**src/rtl/secuenciador_seleccion_byte.sv**
```systemverilog
// Purpose : counter-based sequencer that walks every byte position of every kernel line
//           and drives seleccion / linea / configuracion towards the kernel-line byte muxes.
// Latency : iniciar sampled at edge N -> valida high after edge N; one position per cycle.
// Backpress: a transfer is valida && avanzar; with avanzar low every output holds.
//
// Ports:
//   clk, reset     rising-edge clock, asynchronous active-high reset
//   iniciar        start pulse, only looked at in REPOSO
//   avanzar        consumer ready
//   seleccion      current byte position        (ANCHO_SEL bits)
//   linea          current kernel line          (ANCHO_LIN bits)
//   configuracion  thermometer code of seleccion (POSICIONES-1 bits)
//   valida         a position is presented (ACTIVO)
//   ocupado        high in ACTIVO and FIN
//   fin            one-cycle end-of-pass pulse
//
// Optional macro SELECCION_SERPENTINA_EN: odd lines walk positions downwards
// (POSICIONES-1 .. 0); when undefined every line ascends.
module secuenciador_seleccion_byte #(
   parameter int POSICIONES = 4,
   parameter int LINEAS     = 5,
   parameter int ANCHO_SEL  = $clog2(POSICIONES),
   parameter int ANCHO_LIN  = (LINEAS > 1) ? $clog2(LINEAS) : 1
) (
   input  logic                  clk,
   input  logic                  reset,
   input  logic                  iniciar,
   input  logic                  avanzar,
   output logic [ANCHO_SEL-1:0]  seleccion,
   output logic [ANCHO_LIN-1:0]  linea,
   output logic [POSICIONES-2:0] configuracion,
   output logic                  valida,
   output logic                  ocupado,
   output logic                  fin
);

   typedef enum logic [1:0] {
      REPOSO = 2'd0,
      ACTIVO = 2'd1,
      FIN    = 2'd2
   } estado_t;

   localparam logic [ANCHO_SEL-1:0] POS_MAX = ANCHO_SEL'(POSICIONES - 1);
   localparam logic [ANCHO_LIN-1:0] LIN_MAX = ANCHO_LIN'(LINEAS - 1);

   estado_t              estado, estado_sig;
   logic [ANCHO_SEL-1:0] pos_q, pos_sig;
   logic [ANCHO_LIN-1:0] lin_q, lin_sig;

   // Direction of the current line and of the line that follows it.
   logic descendente;
   logic descendente_sig;

`ifdef SELECCION_SERPENTINA_EN
   assign descendente     = lin_q[0];
   assign descendente_sig = ~lin_q[0];
`else
   assign descendente     = 1'b0;
   assign descendente_sig = 1'b0;
`endif

   // End-of-line / end-of-pass detection by explicit compare so non-power-of-two
   // parameters never rely on counter overflow.
   logic ultima_pos;
   logic ultima_lin;

   assign ultima_pos = descendente ? (pos_q == '0) : (pos_q == POS_MAX);
   assign ultima_lin = (lin_q == LIN_MAX);

   always_ff @(posedge clk or posedge reset) begin
      if (reset) begin
         estado <= REPOSO;
         pos_q  <= '0;
         lin_q  <= '0;
      end else begin
         estado <= estado_sig;
         pos_q  <= pos_sig;
         lin_q  <= lin_sig;
      end
   end

   always_comb begin
      estado_sig = estado;
      pos_sig    = pos_q;
      lin_sig    = lin_q;
      case (estado)
         REPOSO: begin
            if (iniciar) begin
               // Line 0 is even, so it always starts at position 0.
               estado_sig = ACTIVO;
               pos_sig    = '0;
               lin_sig    = '0;
            end
         end
         ACTIVO: begin
            if (avanzar) begin
               if (ultima_pos) begin
                  if (ultima_lin) begin
                     estado_sig = FIN;
                     pos_sig    = '0;
                     lin_sig    = '0;
                  end else begin
                     lin_sig = lin_q + 1'b1;
                     pos_sig = descendente_sig ? POS_MAX : '0;
                  end
               end else begin
                  pos_sig = descendente ? (pos_q - 1'b1) : (pos_q + 1'b1);
               end
            end
         end
         FIN: begin
            estado_sig = REPOSO;
         end
         default: begin
            estado_sig = REPOSO;
            pos_sig    = '0;
            lin_sig    = '0;
         end
      endcase
   end

   // Outputs decode from the state register only, so an asynchronous reset
   // clears them without waiting for a clock edge.
   always_comb begin
      valida    = (estado == ACTIVO);
      ocupado   = (estado == ACTIVO) || (estado == FIN);
      fin       = (estado == FIN);
      seleccion = valida ? pos_q : '0;
      linea     = valida ? lin_q : '0;
   end

   // Thermometer code: bit k set iff seleccion > k.
   always_comb begin
      configuracion = '0;
      for (int k = 0; k < POSICIONES - 1; k++) begin
         configuracion[k] = (seleccion > ANCHO_SEL'(k));
      end
   end

endmodule

```
**config.mk**
```make
export PLATFORM = sky130hd
export DESIGN_NAME = secuenciador_seleccion_byte
export DESIGN_NICKNAME = d
export VERILOG_FILES = /design/src/rtl/secuenciador_seleccion_byte.sv
export SDC_FILE = /design/constraint.sdc
export NUM_CORES = 1
export LEC_CHECK = 0
export ABC_CLOCK_PERIOD_IN_PS = 2500
export CAP_MARGIN = 20
export CORE_AREA = 2 2 39 41
export CTS_BUF_LIST = sky130_fd_sc_hd__clkbuf_8
export DETAILED_ROUTE_END_ITERATION = 8
export DIE_AREA = 0 0 41 43
export DONT_BUFFER_PORTS = 1
export PLACE_DENSITY_LB_ADDON = 0.15
export RECOVER_POWER = 50
export SYNTH_ARGS = -nofsm -noshare
export SYNTH_HDL_FRONTEND = slang
export SYNTH_SLANG_ARGS = --single-unit
```
**constraint.sdc**
```tcl
create_clock -name clk -period 2.5 [get_ports clk]
set_input_delay 0.75 -clock clk [delete_from_list [all_inputs] [get_ports clk]]
set_output_delay 0.75 -clock clk [all_outputs]
set_load 0.01 [all_outputs]
```
Gate families picked out:
Bar = 10 um.
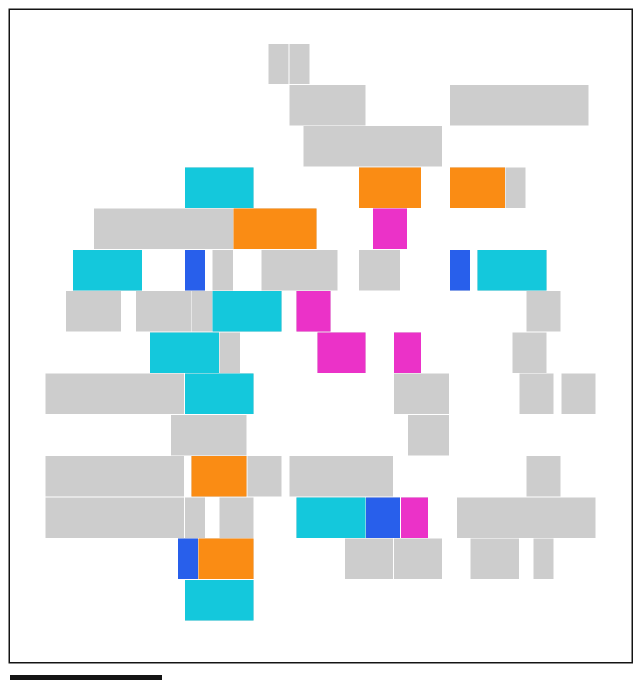
mux cells -> orange  # cells 5
fa/ha/maj cells -> cyan  # cells 8
nor cells -> magenta  # cells 5, where center
nand cells -> blue  # cells 4
logic share of the area: 56.0%
fin cells: 72

Met3 routing:
Bar = 10 um.
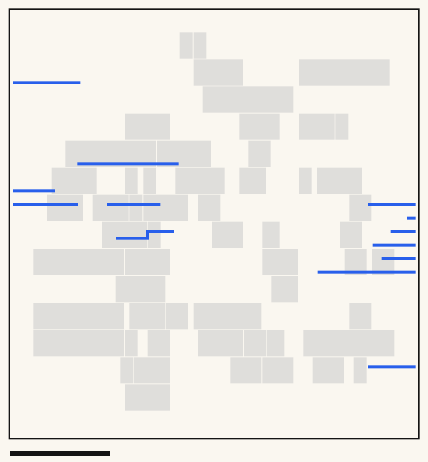
nets with wire on the layer = 11
main direction = horizontal
longest straight run = 9.90 um
drt total wl: 1050 um
via count: 389
routing usage on met3: 4.71%

-- flip-flops by register name, summed over array words and instances (netlist names) --
name    flops
pos_q       2
lin_q       3
estado      2
-- metal layers --
metal  vias to the layer above  part of all wire [%]  global-route usage [%]
li1                        188                     -                       -
met1                       184                    48                    20.0
met2                        13                    45                    21.9
met3                         4                   6.3                    4.71
met4                         0                  0.95                    10.7
met5                         -                     0                       0
-- logic make-up (layout without fill, tap and decap cells) --
group / Yosys count / in the layout
AND/OR/NAND/NOR: 20 / 20
AND-OR/OR-AND: 5 / 5
multiplexers: 5 / 5
adder cells (fa/ha/maj): 8 / 8
flip-flops: 7 / 7
buffers and inverters: 8 / 11
-- cell type report --
cell class,count,area [um^2]
Clock inverter,1,3.75
Inverter,7,26.3
Sequential cell,7,175
Multi-Input combinational cell,38,339
Clock buffer,3,41.3
Tap cell,16,20.0
Fill cell,143,778
-- final timing paths --
path / start / end / slack [ps] / cells past startpoint
max in group asynchronous: reset / estado[0] / 1910 / 1
min: reset / estado[1] / 360 / 1
max: estado[1] / configuracion[0] / 220 / 4
min reg2reg: estado[1] / estado[1] / 530 / 1
max reg2reg: estado[1] / estado[0] / 710 / 5
min in group clk: estado[1] / estado[1] / 530 / 1
-- stage by stage --
step	hold WS, ps	power [mW]	instance area (um^2)	utilization [%]	setup slack, ps
6_report	357	0.847	606	43.8	218
5_1_grt	377	0.933	606	43.8	110
4_1_cts	361	0.907	631	45.6	203
3_5_place_dp	531	0.741	586	42.3	449
3_3_place_gp	514	0.737	586	42.3	483
2_1_floorplan	497	0.658	573	-	581
-- where the power goes --
part,switching (mW),internal (mW)
logic,0.273,0.221
registers,0.0390,0.160
clock network,0.0485,0.106
total,0.360,0.487
==> results.ini <==
[status]
status=completed

[yosys]
yosys_warnings=0
syn_inst=53
adder_share_pct=17.5
ys_cells=53
ys_chip_area_um2=573
syn_nets=65
most_common_cell=ha_1
yosys.area.top_type=dfrtp_1
ys_async_sr_fraction_pct=100
synth_top_flop_cell=dfrtp_1
synth_flops=7
syn_area_um2=573
postSynthSeqShare_pct=30.6
yosys-top-cells-count=8 x ha_1, 7 x dfrtp_1, 7 x inv_1
top_logic_kind=simple AND/OR/NAND/NOR gates
synth.distinct_cells=24
edf_count=0
ys_sh_xor_pct=0
synth-simple-area-share_pct=26.9
top_area_share_pct=30.6
syn_area_per_cell_um2=10.8
ys_sh_aoi_pct=9.39
ys_top_cells_by_area=dfrtp_1 31%, ha_1 17%, and2_1 5.5%
synthMuxAreaShare_pct=9.83

[critical_path]
cp.required_ps=1750
worst_path_largest_cell_delay_ps=360
worst-path-buf-inv=1
critical_path_arrival_ps=1530
worstPathCellList=inv_1 > ha_1 > and2_1 > or2_2
critical_path.max_fanout=7
cp-end-kind=output pin
crit_family=simple AND/OR/NAND/NOR gates
slowest_stage=dfrtp_1
critical_path_class=reg2out
setup.worst_path.start_class=flop

[finish]
final_cell_mix=8 x inv_1, 8 x ha_1, 7 x dfrtp_1
nets=69
drive_above_1_share_pct=16.1
num_antenna_cells=0
areaGrowthSynthToFinish_pct=5.68

[cts]
cts.reportedPaths.clkPinSlew_ps=40
htree_levels=1
root_buffer=clkbuf_8
clock_latency_ps=220
cts_buffer_depth=2
clock_sinks=7
cts_buffers=3
cts_hold_buf=0
cts_tree=yes
post_cts_resized=0
cts_post_setup_buffers_inserted=0

[route]
ant_nets=0
drtIter0Drc=4
drc_errors=0
drt_first_pass_iters=4
post_drt_wl_per_cell_um=14.6
viasPerCell=5.40

[die]
core_area_um2=1380
fp_util_pct=41.4
ios=15
rows=14
dieArea_um2=1760
die_w_um=41
die_h_um=43

[min_path]
holdCritPathClass=in2async

[power]
powerDensity_nw_per_um2=1400
ir_drop_mv=0.583
p_leak_nw=0.298

[final_timing]
fin_crit_sh_pct=91.3
fin_tns_setup_ps=0
final.setup_skew_ps=1.59
rsz0062_at_grt=no
tightest_slew_ps=501
maxSlewHeadroom_pct=66.3
final_max_slew_viol_count=0
setup_viol=0
timing.fmax_mhz=438
hold_viol=0
min_period_ps=2280

[grt]
grt_max_degree=9
gr-total-overflow=0
grt_util_all_layers_pct=15.8
grt_pass1_vias=396
antenna_found_initial=0
grt_first_pass_wirelength_um=1810

[place]
finalWeightedCongestion=0.811
placedCellCount=68
hpwl_um=795
io_buffer_count=0

[flow_run]
warning_count=31
maxCapViolations=0

Power is estimated from default activity; no workload was simulated.
